<file path="src/rtl/sa_pkg.sv">
// rtl/sa_pkg.sv - shared defaults, FSM encoding and address helper for the result drain
package sa_pkg;

  localparam int SA_N      = 8;
  localparam int SA_ACC_W  = 20;
  localparam int SA_OUT_W  = 16;
  localparam int SA_ADDR_W = 10;

  localparam logic [2:0] ST_IDLE  = 3'd0;
  localparam logic [2:0] ST_LOAD  = 3'd1;
  localparam logic [2:0] ST_WRITE = 3'd2;
  localparam logic [2:0] ST_CLEAR = 3'd3;
  localparam logic [2:0] ST_DONE  = 3'd4;

  function automatic int unsigned rm_offset(input int unsigned row,
                                            input int unsigned col,
                                            input int unsigned n);
    return row * n + col;
  endfunction

endpackage

</file>
<file path="src/rtl/sa_sat_conv.sv">
// rtl/sa_sat_conv.sv - signed accumulator to result-word conversion (saturate or truncate)
module sa_sat_conv #(
  parameter int ACC_W = 20,
  parameter int OUT_W = 16,
  parameter bit SAT   = 1'b1
) (
  input  logic [ACC_W-1:0] acc,
  output logic [OUT_W-1:0] res
);

  generate
    if (OUT_W == ACC_W) begin : g_ident
      assign res = acc;
    end else if (SAT) begin : g_sat
      // In range only when the dropped bits all match the kept sign bit.
      logic [ACC_W-OUT_W:0] top;
      logic                 ovf;
      assign top = acc[ACC_W-1:OUT_W-1];
      assign ovf = !((&top) || (~|top));
      assign res = !ovf          ? acc[OUT_W-1:0] :
                   acc[ACC_W-1]  ? {1'b1, {(OUT_W-1){1'b0}}} :
                                   {1'b0, {(OUT_W-1){1'b1}}};
    end else begin : g_trunc
      assign res = acc[OUT_W-1:0];
    end
  endgenerate

endmodule

</file>
<file path="src/rtl/sa_result_drain.sv">
// rtl/sa_result_drain.sv - drains the PE accumulator array row by row into result memory C
module sa_result_drain
  import sa_pkg::*;
#(
  parameter int  N      = SA_N,
  parameter int  ACC_W  = SA_ACC_W,
  parameter int  OUT_W  = SA_OUT_W,
  parameter int  ADDR_W = SA_ADDR_W,
  parameter bit  SAT    = 1'b1,
  localparam int RW     = (N > 1) ? $clog2(N) : 1
) (
  input  logic             clk,
  input  logic             rst_n,
  input  logic             sa_done,
  input  logic [ADDR_W-1:0] addr_mtxC,
  output logic [RW-1:0]    row_sel,
  input  logic [N*ACC_W-1:0] row_data,
  output logic             mem_wen,
  output logic [ADDR_W-1:0] mem_addr,
  output logic [OUT_W-1:0] mem_wdata,
  input  logic             mem_ready,
  output logic             acc_clr,
  output logic             busy,
  output logic             drain_done
);

  logic [2:0]         state;
  logic [RW-1:0]      row;
  logic [RW-1:0]      col;
  logic [ADDR_W-1:0]  base;
  logic               sa_done_q;
  logic [N*ACC_W-1:0] row_buf;
  logic [ACC_W-1:0]   acc_sel;
  logic [OUT_W-1:0]   conv_out;

  always_ff @(posedge clk) begin
    if (!rst_n) begin
      state     <= ST_IDLE;
      row       <= '0;
      col       <= '0;
      base      <= '0;
      sa_done_q <= 1'b0;
      row_buf   <= '0;
    end else begin
      sa_done_q <= sa_done;
      case (state)
        ST_IDLE: begin
          if (sa_done && !sa_done_q) begin
            state <= ST_LOAD;
            base  <= addr_mtxC;
            row   <= '0;
            col   <= '0;
          end
        end
        ST_LOAD: begin
          row_buf <= row_data;
          state   <= ST_WRITE;
        end
        ST_WRITE: begin
          if (mem_ready) begin
            if (col == RW'(N - 1)) begin
              col <= '0;
              // Row returns to 0 after the last row so row_sel idles at 0.
              if (row == RW'(N - 1)) begin
                row   <= '0;
                state <= ST_CLEAR;
              end else begin
                row   <= row + 1'b1;
                state <= ST_LOAD;
              end
            end else begin
              col <= col + 1'b1;
            end
          end
        end
        ST_CLEAR: state <= ST_DONE;
        ST_DONE: begin
          if (!sa_done) state <= ST_IDLE;
        end
        default: state <= ST_IDLE;
      endcase
    end
  end

  assign acc_sel = row_buf[col*ACC_W +: ACC_W];

  sa_sat_conv #(
    .ACC_W (ACC_W),
    .OUT_W (OUT_W),
    .SAT   (SAT)
  ) u_conv (
    .acc (acc_sel),
    .res (conv_out)
  );

  assign row_sel    = row;
  assign mem_wen    = (state == ST_WRITE);
  assign mem_addr   = mem_wen ? base + ADDR_W'(rm_offset(32'(row), 32'(col), N)) : '0;
  assign mem_wdata  = mem_wen ? conv_out : '0;
  assign acc_clr    = (state == ST_CLEAR);
  assign busy       = (state == ST_LOAD) || (state == ST_WRITE) || (state == ST_CLEAR);
  assign drain_done = (state == ST_DONE);

endmodule

</file>
<file path="config.mk">
export PLATFORM = sky130hd
export DESIGN_NAME = sa_result_drain
export DESIGN_NICKNAME = d
export VERILOG_FILES = /design/src/rtl/sa_pkg.sv /design/src/rtl/sa_sat_conv.sv /design/src/rtl/sa_result_drain.sv
export SDC_FILE = /design/constraint.sdc
export NUM_CORES = 1
export LEC_CHECK = 0
export ABC_AREA = 1
export CORE_MARGIN = 4
export CORE_UTILIZATION = 45
export CTS_BUF_LIST = sky130_fd_sc_hd__clkbuf_16
export CTS_CLUSTER_DIAMETER = 120
export CTS_CLUSTER_SIZE = 12
export DETAILED_ROUTE_END_ITERATION = 10
export PLACE_DENSITY = 0.77
export SYNTH_ARGS = -nofsm -noshare
export SYNTH_HDL_FRONTEND = slang
export SYNTH_SLANG_ARGS = --single-unit
</file>
<file path="constraint.sdc">
create_clock -name clk -period 2 [get_ports clk]
set_input_delay 0.2 -clock clk [delete_from_list [all_inputs] [get_ports clk]]
set_output_delay 0.2 -clock clk [all_outputs]
set_load 0.05 [all_outputs]
</file>
==> reports/qor.yml, run 1 <==
outcome:
  status: "finished, violations left"
  violations: "negative setup slack"
worst_setup_path:
  path_class: "register to output port"
  critPathMaxFanout: 10
  critPathArrivalTime_ns: 2.27
  crit_chain: "buf_8, clkbuf_16, nand2_1, nand3_1, nand3_1, nand2_2, nand2_2, nor2_4, nor2_4, buf_12, nor2_2, nor2_4, buf_12"
  reg2reg_depth: 10
  r2r_end: "row_sel[1]"
layout:
  final_layout_top_logic_cells: "233 x a21oi_1, 212 x o21ai_0, 178 x inv_1"
  nFillCells: 1381
  area_delta_synth_final_pct: 47.8
  largest_cell_class: "logic gates"
  fin_cells: 1616
  fin_nets: 1559
yosys:
  flop_cell: "dfxtp_1"
  syn_nets: 1363
  common_cells: "242 x a21oi_1, 223 x o21ai_0, 181 x inv_1, 180 x dfxtp_1, 84 x nand2_1"
  synth_cells: 1178
  syn_area_per_cell_um2: 7.06
  top_cell: "a21oi_1"
  fa_ha_area_frac: 0.0174
pwr:
  finalPower_w: 0.0107
  pwr-share-seq: 0.395
  p_switching_w: 0.00354
  p_sw_frac: 0.331
  comb_power_share: 0.307
  power_leader: "registers"
  p_comb_w: 0.00328
  peakVddDrop_uv: 615
hold_path:
  min-delay-start: "rst_n"
  hold_end: "sa_done_q"
global_route:
  grt_pass1_wl_um: 39600
  grt.overflow.total: 0
  grt_pass1_vias: 7945
  track_usage: 0.242
cts:
  cts_root_buf: "clkbuf_16"
  clk_pin_slew_worst_paths_ns: 0.06
final_timing:
  hold_viol_final: 0
  setup_slack_ns: -0.468
  finalSetupTns_ns: -9.04
  clock.fmax_mhz: 405
  setup_viol: 24
die:
  core_area_mm2: 0.0181
  fp.dieH_um: 144
drt:
  firstDrtPassIters: 5
  vias_per_cell: 5.33
  initialDrtViolationCount: 741
placement:
  dp_slack_ns: -0.167
run_1/flops_by_reg.png
Scale bar: 50 um.
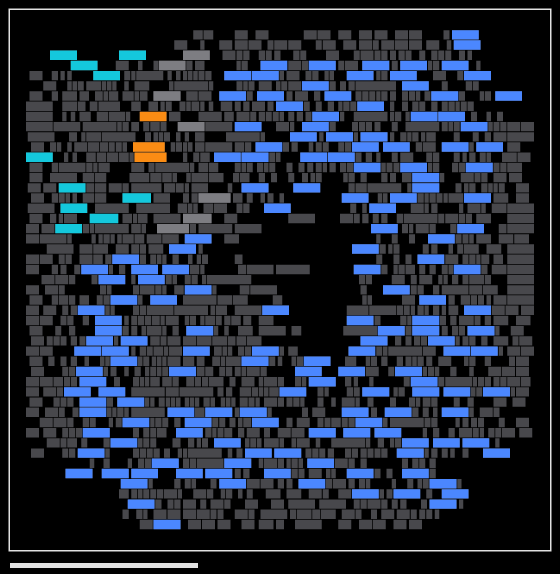
[orange] `row_sel` | placed flops: 3
[blue] `row_buf` | placed flops: 160 | where: all over the die
[cyan] `base` | placed flops: 10
not colored: 7
Reg area: 0.00362 mm^2
Core Util, Final: 0.680
sequential share of cell area: 0.295
seq pwr: 0.00422 W

run_1/clk_routes.png
Scale bar: 50 um.
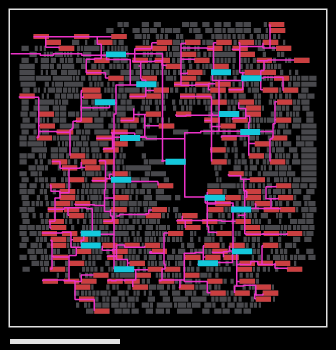
[cyan] clock drivers | count: 17
[magenta] clock wires | length: 1980 um
[red] flip-flops | count: 180
routed clock nets: 18
clk pwr: 0.00318 W
clk_lat worst skew: 0.43 ns
Final Skew: 0.00559 ns
power share of the clock group: 0.298

run_1/wires.png
Scale bar: 50 um. Only two layers are drawn.
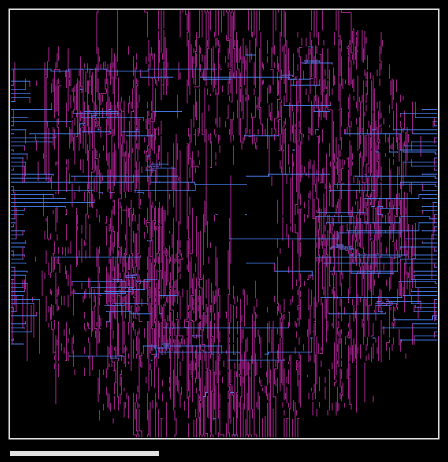
[blue] metal 3 | wire length: 2080 um
[magenta] metal 2 | wire length: 12300 um
vias: 8606
final WL: 26200 um

run_1/clocks.png
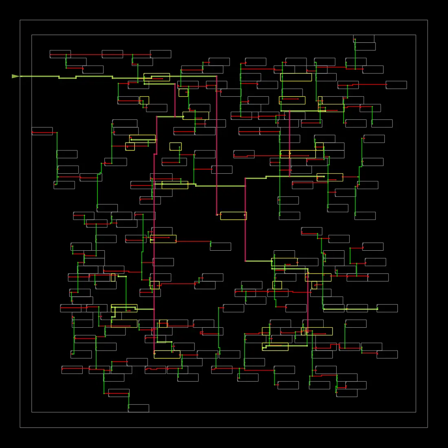
CTS sink count: 180
number of buffers created by CTS: 17
Flop Count: 180
Clock buffer cells: 17

==> run 2, diff against run 1 <==
- CORE_MARGIN: 4 -> default
==> run 2 against run 1 <==
Against the previous run:
- the flow still finishes with violations (negative setup slack)
- design area fell by 1.5%
- register-to-register slack got worse by 0.02 ns
- total power fell by 4.0%
- combinational power fell by 7.9%
- clock skew rose by 0.0051 ns
- global-route usage rose by 3.0 points
- synthesized cell count did not move
- critical path depth fell by 1
- flip-flop count did not move
- via count rose by 0.19%
- sequential share of layout area rose by 0.45 points
- critical path type unchanged
- largest cell class unchanged
- largest power group unchanged
- highest routed layer is now met4
==> reports/qor.yml, run 2 <==
outcome:
  status: "finished, violations left"
  violations: "negative setup slack"
pwr:
  power_leader: "registers"
  p_seq_w: 0.00423
  clk-power_w: 0.00301
  p_sw_frac: 0.329
  pwr-share-seq: 0.413
  p_switching_w: 0.00338
  p_comb_w: 0.00302
  pwr-share-clk: 0.293
  peakVddDrop_uv: 666
  comb_power_share: 0.294
yosys:
  synth_cells: 1178
  syn_area_per_cell_um2: 7.06
  common_cells: "242 x a21oi_1, 223 x o21ai_0, 181 x inv_1, 180 x dfxtp_1, 84 x nand2_1"
  fa_ha_area_frac: 0.0174
  flop_cell: "dfxtp_1"
  syn_nets: 1363
layout:
  final_layout_top_logic_cells: "233 x a21oi_1, 214 x o21ai_0, 178 x inv_1"
  clock_buffers: 17
  fin_nets: 1561
  fin_cells: 1618
  sh_seq_area: 0.299
  area_delta_synth_final_pct: 45.6
  nFillCells: 1484
  largest_cell_class: "logic gates"
global_route:
  grt_pass1_wl_um: 39600
  grt_pass1_vias: 7970
  grt.overflow.total: 0
final_timing:
  finalSetupTns_ns: -9.60
  setup_viol: 24
  setup_slack_ns: -0.549
  clock.fmax_mhz: 392
  hold_viol_final: 0
  skew_ns: 0.0107
die:
  fp.dieH_um: 138
placement:
  dp_slack_ns: -0.238
cts:
  cts_root_buf: "clkbuf_16"
  clock_latency_ns: 0.44
  numCtsBuffers: 17
hold_path:
  min-delay-start: "rst_n"
worst_setup_path:
  critPathArrivalTime_ns: 2.35
  critPathMaxFanout: 3
  r2r_end: "row_sel[0]"
drt:
  num_vias: 8622
run_2/wires.png
Scale bar: 50 um. Only two layers are drawn.
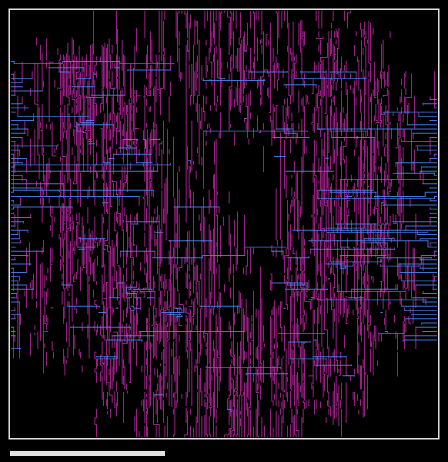
[blue] metal 3 | wire length: 2080 um
[magenta] metal 2 | wire length: 12300 um
final WL: 26000 um
DR WL/cell: 16.0 um
gr usage total: 0.273

Power and IR drop assume default switching activity.
